Figure 1. Placement density heat map (run 1).
(4 px per micron) 6 x 11 tiles, from black (low) to pale yellow (high), 0 to 100% covered.
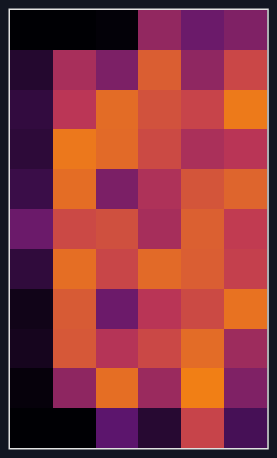
Figure 2. Floorplan with the power grid (run 1).
(4 px per micron) Pins as bars on the die edge.
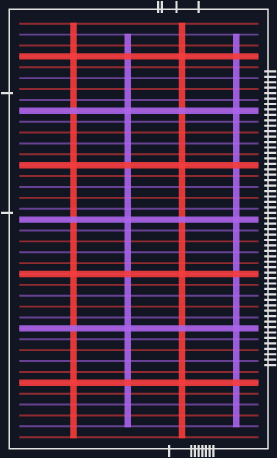
Figure 3. Where the registers sit (run 1).
(4 px per micron)
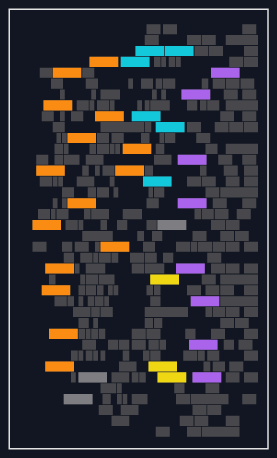
[src/rtl/mux_scan_driver_pkg.sv]
// Shared definitions for the display/pushbutton mux scan: state encodings, default timing, segment bit order.
// The default timing values are also used by the pushbutton receiver.
package mux_scan_driver_pkg;

  typedef enum logic [1:0] {
    IDLE  = 2'd0,
    BLANK = 2'd1,
    DRIVE = 2'd2
  } scan_state_t;

  localparam int DEF_MUX_NOD      = 6;
  localparam int DEF_DWELL_CYCLES = 10000;
  localparam int DEF_BLANK_CYCLES = 100;

  // Segment byte layout, MSB first: {dp, g, f, e, d, c, b, a}, all active-high.
  typedef struct packed {
    logic dp;
    logic g;
    logic f;
    logic e;
    logic d;
    logic c;
    logic b;
    logic a;
  } seg_t;

  function automatic int timer_width(input int dwell, input int blank);
    return $clog2((dwell > blank) ? dwell : blank) + 1;
  endfunction

endpackage

[src/rtl/mux_scan_driver_if.sv]
// Bus between the display data register, the scan driver and the board pins.
// master = scan driver side; duty exists only when MUX_SCAN_DIM_EN is defined.
interface mux_scan_driver_if #(
  parameter int MUX_NOD = mux_scan_driver_pkg::DEF_MUX_NOD
);
  import mux_scan_driver_pkg::*;

  logic                 en;
  logic [8*MUX_NOD-1:0] digits_in;
  logic [MUX_NOD-1:0]   muxout;
  seg_t                 seg;
  logic                 frame_done;
  logic [2:0]           cur_idx;

`ifdef MUX_SCAN_DIM_EN
  logic [3:0]           duty;

  modport master (input en, digits_in, duty, output muxout, seg, frame_done, cur_idx);
  modport slave  (output en, digits_in, duty, input muxout, seg, frame_done, cur_idx);
`else
  modport master (input en, digits_in, output muxout, seg, frame_done, cur_idx);
  modport slave  (output en, digits_in, input muxout, seg, frame_done, cur_idx);
`endif

endinterface

[src/rtl/mux_scan_driver_scan_timer.sv]
// Loadable saturating down-counter; zero is high while the count is 0.
// The raw count is exported only for the dimming build (MUX_SCAN_DIM_EN).
module scan_timer #(
  parameter int W = 8
) (
  input  logic         clk,
  input  logic         reset,
  input  logic         load,
  input  logic [W-1:0] load_val,
  output logic         zero
`ifdef MUX_SCAN_DIM_EN
  ,
  output logic [W-1:0] count
`endif
);

  logic [W-1:0] cnt;

  always_ff @(posedge clk) begin
    if (reset) begin
      cnt <= '0;
    end else if (load) begin
      cnt <= load_val;
    end else if (cnt != '0) begin
      cnt <= cnt - 1'b1;
    end
  end

  assign zero = (cnt == '0);

`ifdef MUX_SCAN_DIM_EN
  assign count = cnt;
`endif

endmodule

[src/rtl/mux_scan_driver.sv]
// Drives one mux line at a time with blank gaps between lines and a per-digit snapshot of the segment data.
// MUX_SCAN_DIM_EN adds bus.duty, which cuts seg early in each dwell while the mux line stays high.
module mux_scan_driver
  import mux_scan_driver_pkg::*;
#(
  parameter int MUX_NOD      = DEF_MUX_NOD,
  parameter int DWELL_CYCLES = DEF_DWELL_CYCLES,
  parameter int BLANK_CYCLES = DEF_BLANK_CYCLES
) (
  input  logic              clk,
  input  logic              reset,
  mux_scan_driver_if.master bus
);

  localparam int            TW         = timer_width(DWELL_CYCLES, BLANK_CYCLES);
  localparam logic [TW-1:0] DWELL_LOAD = TW'(DWELL_CYCLES - 1);
  localparam logic [TW-1:0] BLANK_LOAD = TW'(BLANK_CYCLES - 1);
  localparam logic [2:0]    LAST_IDX   = 3'(MUX_NOD - 1);

  scan_state_t        state, state_nxt;
  logic [MUX_NOD-1:0] muxout_q, muxout_nxt;
  seg_t               seg_q, seg_nxt;
  logic               frame_done_q, frame_done_nxt;
  logic [2:0]         idx_q, idx_nxt;

  logic               tmr_load;
  logic [TW-1:0]      tmr_load_val;
  logic               tmr_zero;
  seg_t               digit_sel;

  assign digit_sel = seg_t'(bus.digits_in[8*idx_q +: 8]);

`ifdef MUX_SCAN_DIM_EN
  seg_t          snap_q, snap_nxt;
  logic [TW-1:0] tmr_count;
  int            dim_thr;

  // seg is cut once elapsed dwell cycles reach this threshold
  assign dim_thr = ((int'(bus.duty) + 1) * DWELL_CYCLES) / 16;
`endif

  scan_timer #(.W(TW)) u_timer (
    .clk      (clk),
    .reset    (reset),
    .load     (tmr_load),
    .load_val (tmr_load_val),
    .zero     (tmr_zero)
`ifdef MUX_SCAN_DIM_EN
    ,
    .count    (tmr_count)
`endif
  );

  always_comb begin
    state_nxt      = state;
    muxout_nxt     = muxout_q;
    seg_nxt        = seg_q;
    frame_done_nxt = 1'b0;
    idx_nxt        = idx_q;
    tmr_load       = 1'b0;
    tmr_load_val   = BLANK_LOAD;
`ifdef MUX_SCAN_DIM_EN
    snap_nxt       = snap_q;
`endif
    case (state)
      IDLE: begin
        muxout_nxt = '0;
        seg_nxt    = '0;
        idx_nxt    = '0;
        if (bus.en) begin
          state_nxt    = BLANK;
          tmr_load     = 1'b1;
          tmr_load_val = BLANK_LOAD;
        end
      end
      BLANK: begin
        muxout_nxt = '0;
        seg_nxt    = '0;
        if (!bus.en) begin
          state_nxt = IDLE;
          idx_nxt   = '0;
        end else if (tmr_zero) begin
          state_nxt    = DRIVE;
          tmr_load     = 1'b1;
          tmr_load_val = DWELL_LOAD;
          muxout_nxt   = MUX_NOD'(1) << idx_q;
`ifdef MUX_SCAN_DIM_EN
          snap_nxt     = digit_sel;
          seg_nxt      = (dim_thr > 0) ? digit_sel : '0;
`else
          seg_nxt      = digit_sel;
`endif
        end
      end
      DRIVE: begin
        if (!bus.en) begin
          state_nxt  = IDLE;
          muxout_nxt = '0;
          seg_nxt    = '0;
          idx_nxt    = '0;
        end else if (tmr_zero) begin
          state_nxt    = BLANK;
          tmr_load     = 1'b1;
          tmr_load_val = BLANK_LOAD;
          muxout_nxt   = '0;
          seg_nxt      = '0;
          if (idx_q == LAST_IDX) begin
            idx_nxt        = '0;
            frame_done_nxt = 1'b1;
          end else begin
            idx_nxt = idx_q + 3'd1;
          end
        end else begin
`ifdef MUX_SCAN_DIM_EN
          // elapsed count after this edge is DWELL_CYCLES - current timer value
          seg_nxt = ((DWELL_CYCLES - int'(tmr_count)) < dim_thr) ? snap_q : '0;
`endif
        end
      end
      default: begin
        state_nxt  = IDLE;
        muxout_nxt = '0;
        seg_nxt    = '0;
        idx_nxt    = '0;
      end
    endcase
  end

  always_ff @(posedge clk) begin
    if (reset) begin
      state        <= IDLE;
      muxout_q     <= '0;
      seg_q        <= '0;
      frame_done_q <= 1'b0;
      idx_q        <= '0;
    end else begin
      state        <= state_nxt;
      muxout_q     <= muxout_nxt;
      seg_q        <= seg_nxt;
      frame_done_q <= frame_done_nxt;
      idx_q        <= idx_nxt;
    end
  end

`ifdef MUX_SCAN_DIM_EN
  always_ff @(posedge clk) begin
    if (reset) begin
      snap_q <= '0;
    end else begin
      snap_q <= snap_nxt;
    end
  end
`endif

  assign bus.muxout     = muxout_q;
  assign bus.seg        = seg_q;
  assign bus.frame_done = frame_done_q;
  assign bus.cur_idx    = idx_q;

endmodule
[src/flat_wrapper.sv]
// flat-port wrapper written by rule: the top's interface ports become plain ports
module mux_scan_driver_flat import mux_scan_driver_pkg::*;
#(
  parameter int MUX_NOD      = DEF_MUX_NOD,
  parameter int DWELL_CYCLES = DEF_DWELL_CYCLES,
  parameter int BLANK_CYCLES = DEF_BLANK_CYCLES
)
  (clk, reset, bus_en, bus_digits_in, bus_muxout, bus_seg, bus_frame_done, bus_cur_idx);
  mux_scan_driver_if #(.MUX_NOD(MUX_NOD)) bus_i ();
  input  logic clk;
  input  logic reset;
  input wire logic [$bits(bus_i.en)-1:0] bus_en;
  input wire logic [$bits(bus_i.digits_in)-1:0] bus_digits_in;
  output wire logic [$bits(bus_i.muxout)-1:0] bus_muxout;
  output wire logic [$bits(bus_i.seg)-1:0] bus_seg;
  output wire logic [$bits(bus_i.frame_done)-1:0] bus_frame_done;
  output wire logic [$bits(bus_i.cur_idx)-1:0] bus_cur_idx;
  assign bus_i.en = bus_en;
  assign bus_i.digits_in = bus_digits_in;
  assign bus_muxout = bus_i.muxout;
  assign bus_seg = bus_i.seg;
  assign bus_frame_done = bus_i.frame_done;
  assign bus_cur_idx = bus_i.cur_idx;
  mux_scan_driver #(.MUX_NOD(MUX_NOD), .DWELL_CYCLES(DWELL_CYCLES), .BLANK_CYCLES(BLANK_CYCLES)) u_core (.clk(clk), .reset(reset), .bus(bus_i));
endmodule
[config.mk]
export PLATFORM = sky130hd
export DESIGN_NAME = mux_scan_driver_flat
export DESIGN_NICKNAME = d
export VERILOG_FILES = /design/src/rtl/mux_scan_driver_pkg.sv /design/src/rtl/mux_scan_driver_if.sv /design/src/rtl/mux_scan_driver_scan_timer.sv /design/src/rtl/mux_scan_driver.sv /design/src/flat_wrapper.sv
export SDC_FILE = /design/constraint.sdc
export NUM_CORES = 1
export LEC_CHECK = 0
export CORE_ASPECT_RATIO = 1.75
export CORE_MARGIN = 2
export CORE_UTILIZATION = 34
export CTS_CLUSTER_DIAMETER = 100
export DETAILED_ROUTE_END_ITERATION = 16
export PLACE_DENSITY = 0.6
export SETUP_SLACK_MARGIN = 0.15
export SYNTH_ARGS = -nofsm -noshare
export SYNTH_HDL_FRONTEND = slang
export SYNTH_HIERARCHICAL = 1
export SYNTH_SLANG_ARGS = --single-unit
[constraint.sdc]
create_clock -name clk -period 4.1 [get_ports clk]
set_clock_uncertainty 0.15 [all_clocks]
set_input_delay 0.82 -clock clk [delete_from_list [all_inputs] [get_ports clk]]
set_output_delay 0.82 -clock clk [all_outputs]
set_load 0.01 [all_outputs]
==> run_results.csv, run 1 <==
group,metric,value,unit
finish,comb_cells,171,
finish,logic_area,1340,sq um
setup_path,worstPathArrival,3.36,ns
routing,viasPerCell,5.18,
routing,drt-total-wl,5.75,mm
place,place_congestion,0.822,
setup_path,critPathBufInv,3,
die,die_h,110,microns
finish,nNonClkInverters,8,
synth,xor_area_frac,0.0486,
global_routing,grt_usage,0.166,
setup_path,crit_family,"simple AND/OR/NAND/NOR gates",
setup_path,startpoint_type,"flip-flop",
synth,aoi_share,0.162,
setup_path,path_cells,"inv_1 > ha_1 > or4b_1 > nor4_4 > a21oi_1 > nor3b_1 > buf_4 > inv_1 > nor2_1 > nand2_1 > o21ai_2",
die,fp.dieW,64.3,microns
synth,adder_share,0.0347,
synth,yosysTopAreaCell,"dfxtp_1",
clocking,cts_sinks,35,
finish,mostFrequentLayoutCells,"clkdlybuf4s50_1, dfxtp_1, nand2_1",
synth,ff_type,"dfxtp_1",
routing,wl_met1,2.19,mm
finish,clk_share,0.0449,
die,core_area,6180,sq um
synth,ys_seq_frac,0.324,
setup_path,slowest_delay,0.58,ns
finish,antenna_cells,0,
routing,dr.first_iter.drc_count,48,
clocking,cts_resized,0,
clocking,clockBufferDepth,2,
synth,ys.flops,35,
power_and_ir_drop,irDropWorstVdd,0.298,mV
finish,flops,35,
synth,yosys_cells,224,
finish,fin_util,0.491,
routing,top_layer,"met4",
final_timing,rsz0062_at_grt,"false",
hold_path,holdPathStages,2,
global_routing,met3_usage,0.0399,
setup_path,rr_endpoint,"u_core/u_timer/cnt[9]$_SDFFE_PP0P_",
synth,synth.logic.top_family,"simple AND/OR/NAND/NOR gates",
finish,clockBufferCount,5,
final_timing,fin_ws,0.817,ns
final_timing,setup_violations,0,
finish,syn2layout_area_growth,40.3,%
global_routing,grt_pass1_wl,9.16,mm
job,tool_warnings,29,
job,max_cap_viol_count,0,
setup_path,regToRegSetupSlack,0.82,ns
power_and_ir_drop,p_per_area,509,nW/um^2
global_routing,antenna_found_initial,0,
hold_path,min_to,"u_core/bus.muxout[1]$_SDFFE_PP0P_",
global_routing,grt_util_met2,0.337,
clocking,cts_made_buffers,5,
power_and_ir_drop,p_leak,1.06,nW
synth,synth_top_area_share,0.324,
routing,route.met2.wl,3.06,mm
final_timing,timing.hold.ws,0.307,ns
clocking,path_clk_slew,0.08,ns
finish,seq_area_frac,0.231,
setup_path,required,4.18,ns
die,io_pins,69,
place,hpwl,4.42,mm
finish,n_all_buffers,74,
global_routing,use_met1,0.156,
synth,edf_count,0,
synth,ys_area,2160,sq um
finish,buf_share,0.239,
global_routing,grt_pass1_vias,1952,
global_routing,grt_max_degree,24,
final_timing,setup_tns,0,ns
status,status,"complete, no violations",
synth,synth_area,2160,sq um
clocking,cts_hold_buf,0,
final_timing,max_slew.worst_pin.slew,0.733,ns
finish,layout_top_cell,"clkdlybuf4s50_1",
## Picture notes: Figure 1
emptiest ninth of the die: bottom left
densest ninth of the die: right middle
nearly empty tiles: 9.1%

## Picture notes: Figure 2
legend:
  red:
    net: VSS
  purple:
    net: VDD
rows: 38
met5 straps: 7
signal pins: 69
met1 rails: 39
met4 straps: 4

## Picture notes: Figure 3
legend:
  purple:
    name_in_the_netlist: `u_core/bus.seg`
    flops: 8
  orange:
    name_in_the_netlist: `u_core/u_timer/cnt`
    flops: 15
  cyan:
    name_in_the_netlist: `u_core/bus.muxout`
    flops: 6
    where: top middle
  yellow:
    name_in_the_netlist: `u_core/bus.cur_idx`
    flops: 3
not colored: 3

==> run 1: state kept, by name (all words and copies together), names as in the netlist <==
name / cells
u_core/bus.muxout: 6
u_core/u_timer/cnt: 15
u_core/state: 2
u_core/bus.frame_done: 1
u_core/bus.cur_idx: 3
u_core/bus.seg: 8
==> run 1: stage by stage <==
stage	area (sq um)	power, W
after global placement	2900	0.00117
after detailed placement	2900	0.00117
after global routing	3040	0.00165
after floorplan	2180	0.00103
after CTS	3040	0.00156
final	3040	0.00154
==> run 1: report_power, final <==
group,total (W),switching [W],internal [W]
sequential,0.000498,0.0000889,0.000409
clock,0.000377,0.000135,0.000243
combinational,0.000669,0.000351,0.000318
Figure 4. M2 wires (run 1).
(4 px per micron)
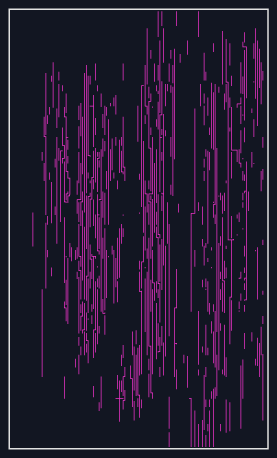

==> inputs of run 2 (changes only) <==
- clock period: 4.1 -> 3.2 ns (I/O delays scaled with it)
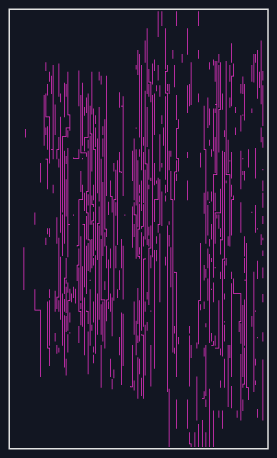
Figure 5: run 2, M2 wires.
(4 px per micron)
share of all routed wire: 55%
nets with wire on the layer: 295
main direction: vertical
wire length on this layer: 3370 microns

==> run 2 against run 1 <==
Register-to-register slack got worse by 0.38 ns. Sequential power rose by 27%. Combinational power rose by 36%. Critical path depth did not move. Final cell count rose by 1.1%. Synthesized area did not move. Via count rose by 2.3%. Hold slack improved by 0.0011 ns. First-iteration DRC count rose by 2.1%. Critical endpoint is now u_core/u_timer/cnt[3]$_SDFFE_PP0P_. Highest routed layer unchanged.
==> run_results.csv, run 2 <==
group,metric,value,unit
finish,flops,35,
setup_path,critPathBufInv,3,
power_and_ir_drop,p_leak,1.06,nW
finish,buf_share,0.250,
die,die_h,110,microns
finish,syn2layout_area_growth,39.6,%
synth,ys_seq_frac,0.324,
setup_path,rr_endpoint,"u_core/u_timer/cnt[3]$_SDFFE_PP0P_",
routing,wl_met1,2.23,mm
global_routing,grt_pass1_vias,2050,
synth,ys.flops,35,
die,fp.dieW,64.3,microns
setup_path,path_cells,"inv_1 > ha_1 > or4b_1 > nor4_4 > a21oi_1 > nor3b_1 > inv_1 > nor2_1 > buf_4 > nand2_1 > o21ai_1",
finish,fin_util,0.489,
setup_path,required,3.28,ns
global_routing,grt_usage,0.181,
place,dpl_cell_area,2930,sq um
power_and_ir_drop,irDropWorstVdd,0.440,mV
finish,logic_area,1350,sq um
job,tool_warnings,29,
final_timing,timing.hold.ws,0.309,ns
place,place_congestion,0.845,
synth,ys_area,2160,sq um
clocking,cts_hold_buf,0,
finish,n_all_buffers,78,
clocking,clockBufferDepth,2,
synth,synth_top_area_share,0.324,
finish,nNonClkInverters,8,
clocking,path_clk_slew,0.08,ns
routing,drt-total-wl,6.14,mm
finish,layout_top_cell,"clkdlybuf4s50_1",
clocking,cts_sinks,35,
global_routing,grt_pass1_wl,9.88,mm
final_timing,setup_tns,0,ns
global_routing,antenna_found_initial,0,
hold_path,min_to,"u_core/bus.muxout[1]$_SDFFE_PP0P_",
finish,seq_area_frac,0.232,
job,max_cap_viol_count,0,
power_and_ir_drop,p_per_area,617,nW/um^2
synth,yosysTopAreaCell,"dfxtp_1",
clocking,cts_made_buffers,5,
finish,mostFrequentLayoutCells,"clkdlybuf4s50_1, dfxtp_1, nand2_1",
synth,edf_count,0,
power_and_ir_drop,power,0.00186,W
setup_path,slowest_delay,0.55,ns
setup_path,regToRegSetupSlack,0.43,ns
routing,dr.first_iter.drc_count,49,
finish,clk_share,0.0282,
finish,antenna_cells,0,
setup_path,crit_family,"simple AND/OR/NAND/NOR gates",
finish,largest-register,"u_core/u_timer/cnt",
place,hpwl,4.77,mm
synth,synth_area,2160,sq um
setup_path,worstPathArrival,2.84,ns
final_timing,max_slew.worst_pin.slew,0.895,ns
setup_path,startpoint_type,"flip-flop",
clocking,cts_resized,0,
status,status,"complete, no violations",
final_timing,rsz0062_at_grt,"false",
die,core_area,6180,sq um
finish,largest_reg_flops,15,
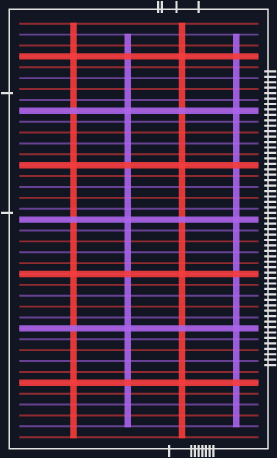
Figure 6: run 2, floorplan with the power grid.
(4 px per micron) Pins as bars on the die edge.
legend:
  red:
    net: VSS
  purple:
    net: VDD
met1 rails: 39
signal pins: 69
met4 straps: 4
met5 straps: 7
rows: 38

[run 2: cell counts after synthesis]
No cell type changed its count.
[run 2: power breakdown]
part / internal, W / switching, W
Combinational: 0.000425 / 0.000484
Sequential: 0.000524 / 0.000110
Clock: 0.000152 / 0.000168
Total: 0.00110 / 0.000761
[run 2: logic make-up after synthesis]
logic type | Yosys count | share of synthesized area
simple gates | 76 | 0.215
other cells | 2 | 0.00347
xor+xnor | 12 | 0.0486
compound gates | 50 | 0.162
fa+ha+maj | 6 | 0.0347
buf+inv | 23 | 0.0642
mux | 20 | 0.148
flops | 35 | 0.324
[run 2: layer usage]
metal	vias up	GRT usage
met3	11	0.0399
met5	-	0
met2	75	0.366
met4	0	0.0653
met1	931	0.175
li1	975	-
No activity file was given, so power comes from the tool's default toggle rates.
